==> config.mk <==
export PLATFORM = sky130hd
export DESIGN_NAME = bus_arbiter
export DESIGN_NICKNAME = d
export VERILOG_FILES = /design/src/rtl/bus_arbiter.sv
export SDC_FILE = /design/constraint.sdc
export NUM_CORES = 1
export LEC_CHECK = 0
export CAP_MARGIN = 20
export CORE_UTILIZATION = 57
export CTS_BUF_LIST = sky130_fd_sc_hd__clkbuf_8 sky130_fd_sc_hd__clkbuf_16
export CTS_CLUSTER_SIZE = 8
export DETAILED_ROUTE_END_ITERATION = 12
export PLACE_DENSITY = 0.87
export SYNTH_ARGS = -nofsm -noshare
export SYNTH_HDL_FRONTEND = slang
export SYNTH_SLANG_ARGS = --single-unit
export TNS_END_PERCENT = 5
==> constraint.sdc <==
create_clock -name clk -period 5.04 [get_ports clk]
set_clock_uncertainty 0.1 [all_clocks]
set_input_delay 1.008 -clock clk [delete_from_list [all_inputs] [get_ports clk]]
set_output_delay 1.008 -clock clk [all_outputs]
set_load 0.005 [all_outputs]
==> src/rtl/bus_arbiter.sv <==
// Four-master bus arbiter with registered active-low grants and tenure-limited preemption.
// Define BUS_ARB_ROUND_ROBIN_EN for round-robin priority; otherwise master 0 > 1 > 2 > 3.
module bus_arbiter #(
   parameter int MAX_TENURE = 16,
   parameter int CNT_WIDTH  = 8
) (
   input  logic       clk,
   input  logic       reset,
   input  logic       req0_,
   input  logic       req1_,
   input  logic       req2_,
   input  logic       req3_,
   output logic       grnt0_,
   output logic       grnt1_,
   output logic       grnt2_,
   output logic       grnt3_,
   output logic [1:0] owner,
   output logic       busy
);

   typedef enum logic [1:0] {
      ST_IDLE,
      ST_BUSY,
      ST_REVOKE
   } state_t;

   localparam bit                   PREEMPT_EN  = (MAX_TENURE != 0);
   localparam logic [CNT_WIDTH-1:0] TENURE_SAT  = '1;
   localparam logic [CNT_WIDTH-1:0] TENURE_LAST =
      CNT_WIDTH'((MAX_TENURE == 0) ? 0 : MAX_TENURE - 1);

   state_t               r_state;
   logic [3:0]           r_gnt_n;
   logic                 r_busy;
   logic [1:0]           r_owner;
   logic [1:0]           r_last_owner;
   logic [CNT_WIDTH-1:0] r_tenure;

   logic [3:0] w_req;
   logic [3:0] w_owner_oh;
   logic       w_owner_req;
   logic       w_others;
   logic [3:0] w_cand;
   logic [1:0] w_start;
   logic [1:0] w_idx;
   logic       w_win_vld;
   logic [1:0] w_win;
   logic       w_preempt;

   assign w_req = ~{req3_, req2_, req1_, req0_};

   always_comb begin
      w_owner_oh  = 4'b0001 << r_owner;
      w_owner_req = |(w_req & w_owner_oh);
      w_others    = |(w_req & ~w_owner_oh);
      // r_owner still names the preempted master while in REVOKE
      w_cand      = (r_state == ST_REVOKE) ? (w_req & ~w_owner_oh) : w_req;
`ifdef BUS_ARB_ROUND_ROBIN_EN
      w_start     = r_last_owner + 2'd1;
`else
      w_start     = 2'd0;
`endif
      w_idx       = '0;
      w_win_vld   = 1'b0;
      w_win       = '0;
      for (int unsigned i = 0; i < 4; i++) begin
         w_idx = w_start + 2'(i);
         if (!w_win_vld && w_cand[w_idx]) begin
            w_win_vld = 1'b1;
            w_win     = w_idx;
         end
      end
      w_preempt = PREEMPT_EN && (r_state == ST_BUSY) && w_owner_req &&
                  (r_tenure == TENURE_LAST) && w_others;
   end

   always_ff @(posedge clk) begin
      if (reset) begin
         r_state      <= ST_IDLE;
         r_gnt_n      <= '1;
         r_busy       <= 1'b0;
         r_owner      <= '0;
         r_last_owner <= 2'd3;
         r_tenure     <= '0;
      end else begin
         case (r_state)
            ST_BUSY: begin
               if (w_preempt) begin
                  r_state <= ST_REVOKE;
                  r_gnt_n <= '1;
                  r_busy  <= 1'b0;
               end else if (w_owner_req) begin
                  if (r_tenure != TENURE_SAT)
                     r_tenure <= r_tenure + CNT_WIDTH'(1);
               end else if (w_win_vld) begin
                  r_state      <= ST_BUSY;
                  r_gnt_n      <= ~(4'b0001 << w_win);
                  r_busy       <= 1'b1;
                  r_owner      <= w_win;
                  r_last_owner <= w_win;
                  r_tenure     <= '0;
               end else begin
                  r_state <= ST_IDLE;
                  r_gnt_n <= '1;
                  r_busy  <= 1'b0;
               end
            end
            ST_IDLE, ST_REVOKE: begin
               if (w_win_vld) begin
                  r_state      <= ST_BUSY;
                  r_gnt_n      <= ~(4'b0001 << w_win);
                  r_busy       <= 1'b1;
                  r_owner      <= w_win;
                  r_last_owner <= w_win;
                  r_tenure     <= '0;
               end else begin
                  r_state <= ST_IDLE;
                  r_gnt_n <= '1;
                  r_busy  <= 1'b0;
               end
            end
            default: begin
               r_state <= ST_IDLE;
               r_gnt_n <= '1;
               r_busy  <= 1'b0;
            end
         endcase
      end
   end

   assign {grnt3_, grnt2_, grnt1_, grnt0_} = r_gnt_n;
   assign owner = r_owner;
   assign busy  = r_busy;

   a_onehot_grant: assert property (@(posedge clk) disable iff (reset)
      $onehot0(~r_gnt_n));
   a_busy_match: assert property (@(posedge clk) disable iff (reset)
      r_busy == !(&r_gnt_n));
   a_last_owner: assert property (@(posedge clk) disable iff (reset)
      (r_state == ST_BUSY) |-> (r_last_owner == r_owner));

endmodule

**Run 1: cell sizes after repair**

Bar = 10 um.
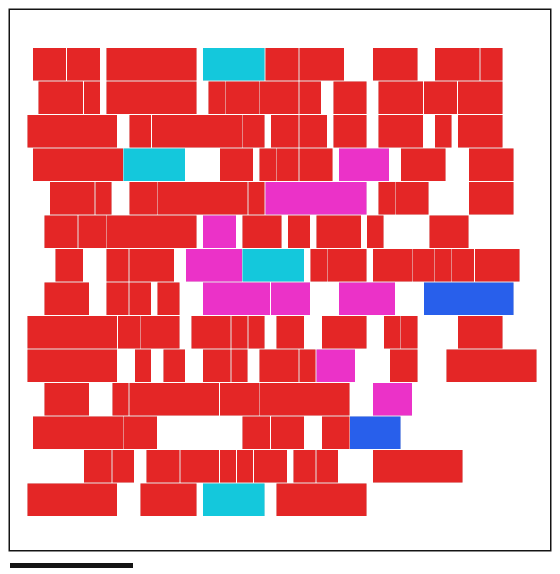
color	size	cells	share
red	_0 and _1 cells	109	88%
magenta	_2 cells	9	7.3%
blue	_3 and _4 cells	2	1.6%
cyan	_6 and larger	4	3.2%

**Run 1: sequential cells colored by netlist name**

Bar = 10 um. Other sequential cells in the stronger gray, the rest of the logic in the fainter gray.
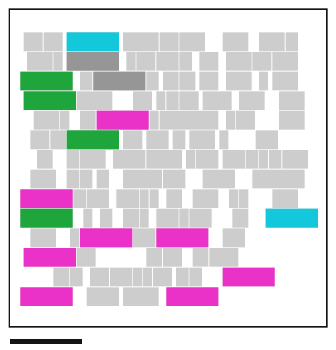
color	signal	placed flops
green	r_gnt_n	4
cyan	r_state	2
magenta	r_tenure	8
not colored	2
Seq/total area: 27.5%
Flop area: 320 sq um
Seq. pwr: 0.141 mW

**Run 1: clock network drawn from the DEF**

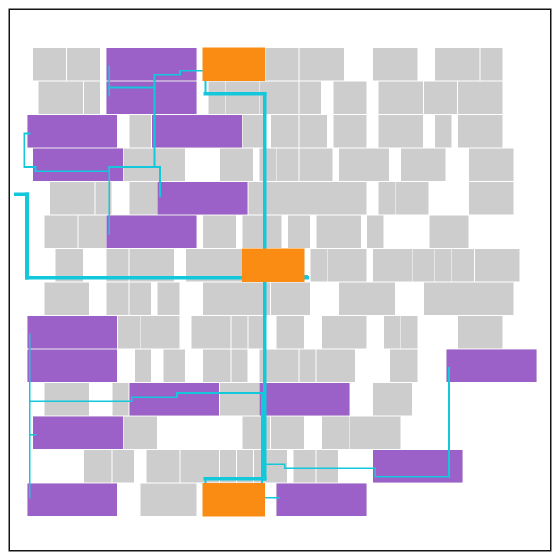
[cyan] clock wires | length: 191 um
[orange] clock drivers | count: 3
[purple] flip-flops | count: 16
routed clock nets	4

==> flow_metrics.tcl, run 1 <==
# collected from the flow reports
set metrics [dict create \
    status "finished clean" \
    max_stage_delay_ns 0.60 \
    stdcell_area_sq_um 1170 \
    ant_nets 0 \
    dr.pass1.iters 6 \
    use_met3_pct 3.75 \
    clock_path_buffers 2 \
    finalSetupTns_ns 0 \
    floorplan.core_util_pct 63.3 \
    comb_area_sq_um 636 \
    worstHoldStart "r_gnt_n[0]" \
    cp.required_ns 5.10 \
    tool_warnings 26 \
    startpoint_type "input pin" \
    mux_share_pct 6.39 \
    top_area_cell "dfxtp_1" \
    io_pins 13 \
    timing.fmax_mhz 334 \
    slew_headroom_pct 60.5 \
    grt_pass1_vias 864 \
    ys_cells 113 \
    die_y_um 43.9 \
    final_common_cell "dfxtp_1" \
    cts.sinks 16 \
    reg2regPathDepth 5 \
    met1_usage_pct 35.8 \
    fin_crit_ns 2.99 \
    power.total_mw 0.314 \
    cts.hold.buffers_added 0 \
    r2r_slack_ns 2.75 \
    grt_pass1_wl_um 3770 \
    io_buffer_count 12 \
    critPathBufInv 1 \
    timing.hold.ws_ns 0.397 \
    syn_nets 120 \
    cp_max_fo 9 \
    met2_usage_pct 42.7 \
    edf_count 0 \
    critical_path.slowest_cell "mux4_2" \
    diodes 0 \
    dp_slack_ns 1.81 \
    inv_count 4 \
    signal_buffers 12 \
    yosys_area_sq_um 998 \
    place_inst 136 \
    comb_share_pct 54.5 \
    synthTopCellsByCount "dfxtp_1, nand2_1, a21oi_1" \
    antenna_found_initial 0 \
]
run 1: where the power goes:
part	internal [mW]	switching, mW
clock network	0.0694	0.0440
registers	0.132	0.00902
logic	0.0277	0.0325
run 1: worst min-delay path by stage:
stage | cells past startpoint | slack, ns | endpoint
final | 2 | 0.40 | r_gnt_n[0]
after global routing | 2 | 0.43 | r_gnt_n[1]
after global placement | 2 | 0.37 | r_gnt_n[0]
after CTS | 2 | 0.41 | r_gnt_n[0]
after floorplan | 1 | 0.36 | r_tenure[7]
after detailed placement | 2 | 0.39 | r_gnt_n[0]
run 1: per-layer routing:
layer / up-vias / routed length (um)
li1: 466 / -
met1: 456 / 1120
met2: 37 / 1070
met3: 7 / 133
met4: 0 / 52
met5: - / 0
==> run 2, diff against run 1 <==
--- a/config.mk
+++ b/config.mk
@@ -6,11 +6,11 @@
 export NUM_CORES = 1
 export LEC_CHECK = 0
 export CAP_MARGIN = 20
-export CORE_UTILIZATION = 57
+export CORE_UTILIZATION = 53
 export CTS_BUF_LIST = sky130_fd_sc_hd__clkbuf_8 sky130_fd_sc_hd__clkbuf_16
 export CTS_CLUSTER_SIZE = 8
 export DETAILED_ROUTE_END_ITERATION = 12
-export PLACE_DENSITY = 0.87
+export PLACE_DENSITY = 0.82
 export SYNTH_ARGS = -nofsm -noshare
 export SYNTH_HDL_FRONTEND = slang
 export SYNTH_SLANG_ARGS = --single-unit
==> constraint.sdc (replaced) <==
create_clock -name clk -period 3 [get_ports clk]
set_clock_uncertainty 0.1 [all_clocks]
set_input_delay 0.6 -clock clk [delete_from_list [all_inputs] [get_ports clk]]
set_output_delay 0.6 -clock clk [all_outputs]
set_load 0.005 [all_outputs]
**Run 2: sequential cells colored by netlist name**

Bar = 10 um. Other sequential cells in the stronger gray, the rest of the logic in the fainter gray.
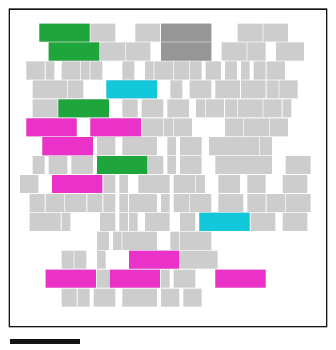
color	signal	placed flops
green	r_gnt_n	4
cyan	r_state	2
magenta	r_tenure	8
not colored	2

**Run 2: cell sizes after repair**

Bar = 10 um.
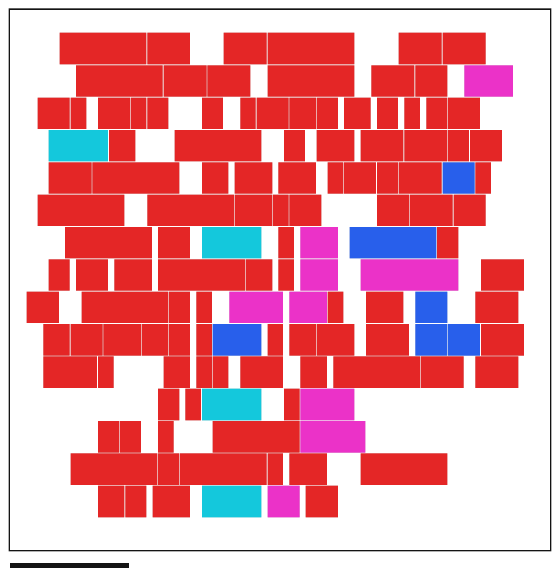
color	size	cells	share	most used
red	_0 and _1 cells	109	85%	dfxtp_1
blue	_3 and _4 cells	6	4.7%	buf_4
cyan	_6 and larger	4	3.1%	clkbuf_8
magenta	_2 cells	9	7.0%	a21oi_2
Syn-to-layout area delta: 20.9%
Final WS setup: 0.414 ns
post-route cell area: 1210 sq um
Buffers, non-clock: 16

==> run 2 against run 1 <==
  * Hold slack is essentially flat
  * Global-route usage shrank 1.4 points
  * Non-clock buffer count grew 4
  * Die size grew 7.2%
  * Sequential cell count is the same
  * Largest power group unchanged
==> flow_metrics.tcl, run 2 <==
# collected from the flow reports
set metrics [dict create \
    wl_met2_um 1040 \
    cts.hold.buffers_added 0 \
    use_met3_pct 4.76 \
    top_area_cell "dfxtp_1" \
    tool_warnings 26 \
    dr_wl_met3_um 132 \
    p_comb_share_pct 19.4 \
    die_y_um 45.4 \
    worstHoldStart "r_gnt_n[0]" \
    final_common_cell "dfxtp_1" \
    p_sw_mw 0.144 \
    io_buffer_count 12 \
    finalSetupTns_ns 0 \
    cp_max_fo 8 \
    diodes 0 \
    cp.required_ns 3.05 \
    fin_crit_ns 2.59 \
    p_seq_mw 0.236 \
    dp_slack_ns 0.267 \
    slew_headroom_pct 60.3 \
    cts.sinks 16 \
    clock_path_buffers 2 \
    place_inst 149 \
    dr.pass1.iters 4 \
    pg_comb_mw 0.103 \
    ant_nets 0 \
    power.total_mw 0.532 \
    status "finished clean" \
    clock_net_power_mw 0.192 \
    holdPathEnd "r_gnt_n[0]" \
    io_pins 13 \
    clkPwrFrac_pct 36.2 \
    whs_path_depth 2 \
    met1_usage_pct 34.3 \
    wl_met1_um 1070 \
    edf_count 0 \
    met2_usage_pct 38.6 \
    syn_nets 120 \
    synthTopCellsByCount "dfxtp_1, nand2_1, a21oi_1" \
]
-- run 2: critical path, stage by stage --
cell,delay [ns]
clkdlybuf4s50_1,0.51
mux4_2,0.58
nor2_4,0.20
o211a_1,0.30
a31oi_1,0.14
a311oi_1,0.31
-- run 2: worst max-delay path by stage --
| stage | startpoint | endpoint |
|---|---|---|
| 5_1_grt | req0_ | r_tenure[7] |
| 3_3_place_gp | req0_ | r_tenure[7] |
| 4_1_cts | req0_ | r_tenure[7] |
| 2_1_floorplan | req3_ | r_tenure[7] |
| 3_5_place_dp | req0_ | r_tenure[7] |
| 6_report | req0_ | r_tenure[7] |
-- run 2: layout make-up --
cell class              instances  area [sq um]
fillers                       151           538
flip-flops and latches         16           320
clock buffers                   4          55.1
repair buffers                 16           150
inverters                       4          15.0
well taps                      25          31.3
multi-input cells              88           636
==> run 3, diff against run 2 <==
--- a/config.mk
+++ b/config.mk
@@ -10,6 +10,7 @@
 export CTS_BUF_LIST = sky130_fd_sc_hd__clkbuf_8 sky130_fd_sc_hd__clkbuf_16
 export CTS_CLUSTER_SIZE = 8
 export DETAILED_ROUTE_END_ITERATION = 12
+export GPL_ROUTABILITY_DRIVEN = 0
 export PLACE_DENSITY = 0.82
 export SYNTH_ARGS = -nofsm -noshare
 export SYNTH_HDL_FRONTEND = slang
**Run 3: sequential cells colored by netlist name**

Bar = 10 um. Other sequential cells in the stronger gray, the rest of the logic in the fainter gray.
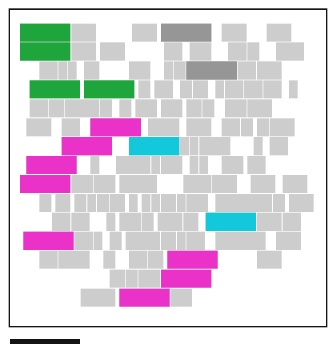
color	signal	placed flops
magenta	r_tenure	8
cyan	r_state	2
green	r_gnt_n	4

**Run 3: placement by cell class**

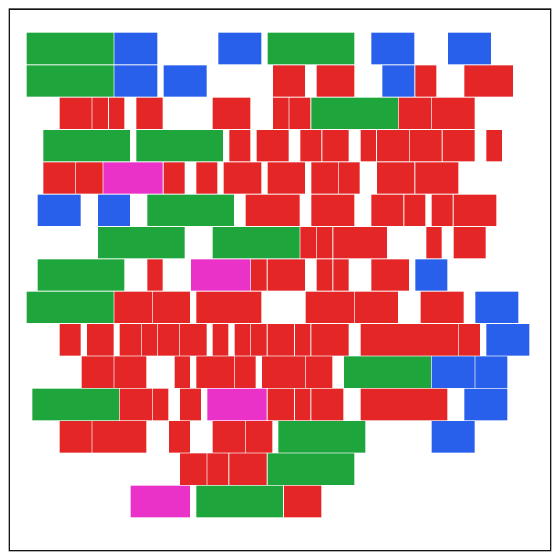
color	class	cells
red	combinational and other logic	92
green	sequential cells	16
magenta	clock drivers and dummy loads	4
blue	remaining buffers and delay cells	16

==> run 3 against run 2 <==
  * Die size unchanged
  * Core utilization is the same
  * Register-to-register slack better by 0.07 ns
  * Hold slack lost 0.0063 ns
  * Total power rose by 0.33%
  * Cell count unchanged
  * Cell area is the same
  * Sequential power is essentially flat
  * Wire length grew 6.7%
  * Critical endpoint unchanged
==> flow_metrics.tcl, run 3 <==
# collected from the flow reports
set metrics [dict create \
    diodes 0 \
    nonClkBufAreaFrac_pct 12.4 \
    p_sw_mw 0.146 \
    ant_nets 0 \
    r2r_slack_ns 0.69 \
    status "finished clean" \
    power.total_mw 0.534 \
    p_int_mw 0.388 \
    p_comb_share_pct 19.4 \
    critical_path.slowest_cell "mux4_2" \
    nClkBuffers 4 \
    dr.pass1.iters 4 \
    cp-endpoint "r_tenure[7]" \
    floorplan.core_util_pct 57.2 \
    p_seq_mw 0.236 \
    timing.fmax_mhz 388 \
    grt_pass1_wl_um 3780 \
    fillers 144 \
    sh_seq_area_pct 26.5 \
    die_y_um 45.4 \
    clkPwrFrac_pct 36.3 \
    seqPwrFrac_pct 44.3 \
    antenna_found_initial 0 \
    signal_buffers 16 \
    max_stage_delay_ns 0.61 \
    whs_path_depth 2 \
    regArea_sq_um 320 \
    stdcell_area_sq_um 1210 \
    holdPathEnd "r_gnt_n[1]" \
    tool_warnings 26 \
    clock_path_buffers 2 \
    use_met3_pct 3.97 \
    worstHoldStart "r_gnt_n[1]" \
    yosys_area_sq_um 998 \
    edf_count 0 \
    comb_area_sq_um 636 \
    reg2regPathDepth 5 \
    flop-count 16 \
    syn_nets 120 \
]
[run 3: cell counts in the layout (fill, tap and decap cells not counted)]
No cell type changed its count.
[run 3: cells by family after synthesis]
kind of cell | count (synthesis)
AND-OR/OR-AND | 40
flip-flops | 16
AND/OR/NAND/NOR | 42
multiplexers | 5
buffers and inverters | 9
adder cells (fa/ha/maj) | 1
[run 3: layer usage]
| layer | vias up | wire length [um] |
|---|---|---|
| li1 | 473 | - |
| met1 | 462 | 1100 |
| met2 | 32 | 1200 |
| met3 | 4 | 100 |
| met4 | 0 | 31 |
| met5 | - | 0 |
[run 3: stage by stage]
step / hold slack [ns] / setup WS, ns
after floorplan: 0.362 / 0.814
after global placement: 0.370 / 0.287
after detailed placement: 0.377 / 0.213
after CTS: 0.392 / 0.464
after global routing: 0.425 / 0.321
final: 0.391 / 0.421
Power is estimated from default activity; no workload was simulated.
